==> src/rtl/operand_forward_unit.sv <==
// Execute-stage operand controller: shadows EX/MEM/WB destination info, drives the
// ALU input-1 source select and both forwarding selects, and raises the load-use stall.
module operand_forward_unit #(
  parameter int REG_ADDR_W = 5,
  parameter int SEL_W      = 2
) (
  input  logic                  clk,
  input  logic                  reset,
  input  logic                  idValid,
  input  logic [REG_ADDR_W-1:0] idRs1,
  input  logic [REG_ADDR_W-1:0] idRs2,
  input  logic [REG_ADDR_W-1:0] idRd,
  input  logic                  idRegWrite,
  input  logic                  idMemRead,
  input  logic [SEL_W-1:0]      idOp1Kind,
  input  logic                  idUsesRs2,
  input  logic                  flush,
  output logic                  stall,
  output logic                  exValid,
  output logic [SEL_W-1:0]      exInput1Select,
  output logic [SEL_W-1:0]      exForward1,
  output logic [SEL_W-1:0]      exForward2
);

  localparam logic [SEL_W-1:0] SEL_REG = SEL_W'(0);
  localparam logic [SEL_W-1:0] SEL_MEM = SEL_W'(1);
  localparam logic [SEL_W-1:0] SEL_WB  = SEL_W'(2);

  logic                  ex_valid, ex_reg_write, ex_mem_read, ex_uses_rs2;
  logic [REG_ADDR_W-1:0] ex_rs1, ex_rs2, ex_rd;
  logic [SEL_W-1:0]      ex_op1_kind;
  logic                  mem_valid, mem_reg_write, mem_mem_read;
  logic [REG_ADDR_W-1:0] mem_rd;
  logic                  wb_valid, wb_reg_write;
  logic [REG_ADDR_W-1:0] wb_rd;

  logic ex_writer, mem_writer, wb_writer;
  logic hazard, bubble;

  assign ex_writer  = ex_valid  && ex_reg_write  && (ex_rd  != '0);
  assign mem_writer = mem_valid && mem_reg_write && (mem_rd != '0);
  assign wb_writer  = wb_valid  && wb_reg_write  && (wb_rd  != '0);

  // A load in EX cannot supply its data until WB, so a dependent ID instruction must wait.
  assign hazard = idValid && ex_writer && ex_mem_read &&
                  (((idOp1Kind == SEL_REG) && (idRs1 == ex_rd)) ||
                   (idUsesRs2 && (idRs2 == ex_rd)));
  assign stall  = hazard && !flush;
  assign bubble = stall || flush;

  always_ff @(posedge clk or posedge reset) begin
    if (reset) begin
      ex_valid      <= 1'b0;
      ex_rs1        <= '0;
      ex_rs2        <= '0;
      ex_rd         <= '0;
      ex_reg_write  <= 1'b0;
      ex_mem_read   <= 1'b0;
      ex_op1_kind   <= '0;
      ex_uses_rs2   <= 1'b0;
      mem_valid     <= 1'b0;
      mem_rd        <= '0;
      mem_reg_write <= 1'b0;
      mem_mem_read  <= 1'b0;
      wb_valid      <= 1'b0;
      wb_rd         <= '0;
      wb_reg_write  <= 1'b0;
    end else begin
      wb_valid      <= mem_valid;
      wb_rd         <= mem_rd;
      wb_reg_write  <= mem_reg_write;
      mem_valid     <= ex_valid;
      mem_rd        <= ex_rd;
      mem_reg_write <= ex_reg_write;
      mem_mem_read  <= ex_mem_read;
      if (bubble) begin
        ex_valid     <= 1'b0;
        ex_rs1       <= '0;
        ex_rs2       <= '0;
        ex_rd        <= '0;
        ex_reg_write <= 1'b0;
        ex_mem_read  <= 1'b0;
        ex_op1_kind  <= '0;
        ex_uses_rs2  <= 1'b0;
      end else begin
        ex_valid     <= idValid;
        ex_rs1       <= idRs1;
        ex_rs2       <= idRs2;
        ex_rd        <= idRd;
        ex_reg_write <= idRegWrite;
        ex_mem_read  <= idMemRead;
        ex_op1_kind  <= idOp1Kind;
        ex_uses_rs2  <= idUsesRs2;
      end
    end
  end

  // MEM is checked before WB so the younger result wins when both match.
  always_comb begin
    exForward1 = SEL_REG;
    if (ex_valid && (ex_op1_kind == SEL_REG)) begin
      if (mem_writer && (mem_rd == ex_rs1))      exForward1 = SEL_MEM;
      else if (wb_writer && (wb_rd == ex_rs1))   exForward1 = SEL_WB;
    end
  end

  always_comb begin
    exForward2 = SEL_REG;
    if (ex_valid && ex_uses_rs2) begin
      if (mem_writer && (mem_rd == ex_rs2))      exForward2 = SEL_MEM;
      else if (wb_writer && (wb_rd == ex_rs2))   exForward2 = SEL_WB;
    end
  end

  assign exValid        = ex_valid;
  assign exInput1Select = ex_valid ? ex_op1_kind : SEL_REG;

endmodule
==> config.mk <==
export PLATFORM = sky130hd
export DESIGN_NAME = operand_forward_unit
export DESIGN_NICKNAME = d
export VERILOG_FILES = /design/src/rtl/operand_forward_unit.sv
export SDC_FILE = /design/constraint.sdc
export NUM_CORES = 1
export LEC_CHECK = 0
export CORE_ASPECT_RATIO = 0.7
export CORE_MARGIN = 2
export CORE_UTILIZATION = 50
export CTS_CLUSTER_DIAMETER = 60
export CTS_CLUSTER_SIZE = 14
export DETAILED_ROUTE_END_ITERATION = 8
export PLACE_DENSITY_LB_ADDON = 0.15
export SYNTH_ARGS = -nofsm -noshare
export SYNTH_HDL_FRONTEND = slang
export SYNTH_SLANG_ARGS = --single-unit
==> constraint.sdc <==
create_clock -name clk -period 2.49 [get_ports clk]
set_clock_uncertainty 0.15 [all_clocks]
set_input_delay 0.3735 -clock clk [delete_from_list [all_inputs] [get_ports clk]]
set_output_delay 0.3735 -clock clk [all_outputs]
set_load 0.005 [all_outputs]
==> images/gate_families.png <==
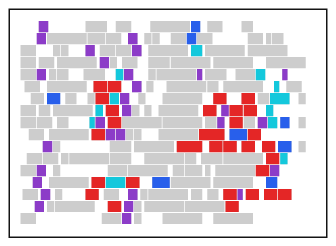
| color | family | cells |
|---|---|---|
| blue | AND and OR gates | 8 |
| purple | NAND gates | 29 |
| red | XOR/XNOR gates | 30 |
| cyan | NOR gates | 12 |
Comb area share: 0.335
Layout Cells excl Fill: 231
most frequent logic cell in the layout: dfrtp_1

==> images/clock_map.png <==
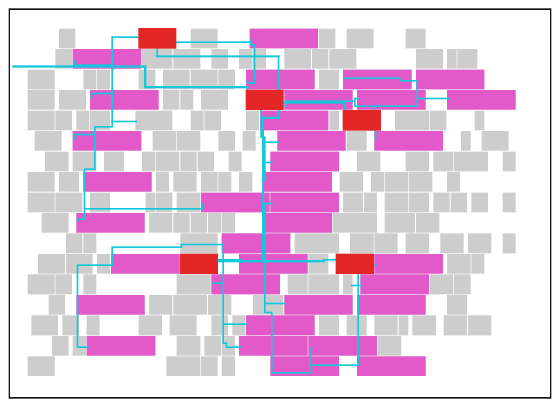
[magenta] flip-flops | count: 35
[cyan] clock wires | length: 380 um
[red] cells driving clock nets | count: 5
routed clock nets: 6

## layout by cell type (no fill, tap or decap)
cell type,instances
dfrtp_1,35
clkdlybuf4s50_1,24
a21oi_1,22
nand2b_1,21
xnor2_1,16
buf_4,14
xor2_1,12
clkbuf_8,7
nor3_1,4
nand4_1,3
nand2_1,3
nor2_1,2
nor4_2,2
nor4_1,2
or4_4,2
xnor2_2,2
nand3_1,2
and2_1,2
dlymetal6s2s_1,2
buf_2,2
a32o_2,1
o211ai_2,1
nor3b_1,1
nor2b_1,1
and3b_1,1
or4_1,1
or3_1,1
and4_1,1
inv_1,1
clkbuf_1,1
clkbuf_2,1
clkdlybuf4s15_1,1
dlygate4sd2_1,1
buf_6,1
## registers in the layout, indices dropped and copies added, names as in the netlist
signal,flops
wb_reg_write,1
ex_uses_rs2,1
mem_reg_write,1
ex_reg_write,1
mem_valid,1
ex_rd,5
wb_valid,1
ex_rs2,5
ex_op1_kind,2
ex_mem_read,1
ex_rs1,5
wb_rd,5
exValid,1
mem_rd,5
## report_power, final
| part | internal, uW | total (uW) | switching, uW |
|---|---|---|---|
| Combinational | 96.5 | 164 | 67.7 |
| Clock | 252 | 439 | 187 |
| Sequential | 598 | 624 | 26.5 |
| Total | 946 | 1230 | 282 |
## per-layer routing
metal | vias up | wire, um | part of all wire | GRT usage
met5 | - | 0 | 0 | 0
met4 | 0 | 34 | 0.011 | 0.0692
met3 | 4 | 147 | 0.046 | 0.0730
met2 | 29 | 1570 | 0.49 | 0.324
met1 | 520 | 1440 | 0.45 | 0.251
li1 | 586 | - | - | -
## final timing paths
path | start | cells past startpoint | slack, ns | to
max | idRs2[4] | 6 | 0.07 | stall
min | idRs2[2] | 3 | 0.23 | ex_rs2[2]
max reg2reg | ex_rd[3] | 6 | 0.56 | ex_rs2[3]
min reg2reg | mem_valid | 0 | 0.25 | wb_valid
max in group asynchronous | reset | 3 | 1.57 | wb_rd[4]
min in group asynchronous | reset | 3 | 0.32 | ex_op1_kind[0]
## metrics by stage
stage	total power [uW]	setup WS, ns	hold WS (ns)
5_1_grt	1280	0.00316	0.246
4_1_cts	1240	-0.00926	0.248
6_report	1230	0.0705	0.230
3_5_place_dp	789	-0.282	0.231
3_3_place_gp	784	-0.230	0.235
2_1_floorplan	712	0.503	0.203
## what timing repair did
action / CTS / global route
pin swaps: 5 / 5
gates resized: 17 / 5
hold endpoints to repair: 0 / 0
setup endpoints to repair: 5 / 5
buffers inserted: 4 / 1
## worst reg2reg max path, stage by stage (launching register included)
cell	delay, ns
dfrtp_1	0.43
xor2_1	0.19
nor4_2	0.34
a32o_2	0.25
buf_4	0.10
buf_4	0.22
a21oi_1	0.11
## layout make-up
cell class / instances / area, um^2
Inverter: 1 / 3.75
Fill cell: 238 / 935
Timing Repair Buffer: 46 / 415
Sequential cell: 35 / 876
Tap cell: 38 / 47.5
Multi-Input combinational cell: 103 / 728
Clock buffer: 8 / 100
## cell families after synthesis
| family | count (synthesis) | synth area share |
|---|---|---|
| AOI/OAI and AO/OA | 24 | 0.0827 |
| DFF | 35 | 0.546 |
| buffers and inverters | 7 | 0.0179 |
| xor gates and xnor gates | 30 | 0.164 |
| and+or+nand+nor | 49 | 0.189 |
==> job_summary.md <==
## Implementation flow summary

| Metric | Value |
|---|---|
| Status | finished clean |
| H-tree levels | 2 |
| Crit. End Element | primary output |
| RSZ-0062 raised after global routing | no |
| Worst-path maximum fanout | 2 |
| Core Util at FP | 0.516 |
| DP HPWL | 2360 um |
| Ys flops | 35 |
| CP delay by family, top | buffers and inverters |
| Post-placement cell count | 218 |
| Synth top cells by count | 35 x dfrtp_1, 22 x a21oi_1, 21 x nand2b_1 |
| Final core occ | 0.699 |
| Pwr dens | 566 nW/um^2 |
| Main synth FF type | dfrtp_1 |
| I/O Pins | 32 |
| First-pass GRT wire length | 5390 um |
| Yosys warning total | 0 |
| DR vias/cell | 4.93 |
| Total Routing Usage GR | 0.201 |
| Total die size | 3680 um^2 |
| CTS max path bufs | 2 |
| Die X | 71.7 um |
| Worst Tran Pin Value | 0.415 ns |
| Routed Antenna Nets | 0 |
| CP bufs+invs | 2 |
| Final Max Slew Viols | 0 |
| Initial antenna violation count | 0 |
| CTS clock-pin slew for the worst setup and hold paths | 0.06 ns |
| Nets at Floorplan | 169 |
| # clock sinks | 35 |
| Wirelength per Cell | 13.8 um |
| Final min period | 2.42 ns |
| Final TNS setup | 0 ns |
| DR iter-0 viols | 43 |
| Critical path's slowest cell | clkdlybuf4s50_1 |
| RePlAce Congestion | 0.834 |
| DRC viols | 0 |
| Cts-stage hold buffer count | 0 |
| Number of global-route vias before repair | 1162 |
| N_diodes | 0 |
| Syn_area_per_cell | 11.1 um^2 |
| Routed vias | 1139 |
| # Cells Yosys | 145 |
| Worst EP required | 1.97 ns |
| CTS tree | done |
| Area grow syn2layout | 35.4% |
| Worst path cell trace | clkdlybuf4s50_1 -> xor2_1 -> nor4_2 -> a32o_2 -> and3b_1 -> dlygate4sd2_1 |
| Final period util | 0.972 |
| Count leader, synth | dfrtp_1 |
| MaxCap Viol Count | 0 |
| Seq share, synth | 0.546 |
| Class of the worst hold path | input port to flip-flop |
| Distinct lib cells used | 24 |
| Core footprint | 3110 um^2 |
| FMAX | 413 MHz |
| I/O Buffers | 31 |
| Post-route cell area | 2170 um^2 |
| Root buf cell | clkbuf_8 |
| Largest net degree at the start of global routing | 36 |
| Flip-flops with a built-in enable | 0 |
| Crit-path max cell delay | 0.44 ns |
| Post-synth top area cell | dfrtp_1 |
| YS chip area | 1600 um^2 |
| Fin nets | 216 |
| Cell area after synthesis | 1600 um^2 |
| Latest clock arrival within the worst-skew pair | 0.28 ns |
| Cells after Synth | 145 |
| DP Area | 2010 um^2 |
| TritonCTS buffer count | 5 |
| Final setup fails | 0 |
| Relative slew slack | 0.724 |
Power is estimated from default activity; no workload was simulated.
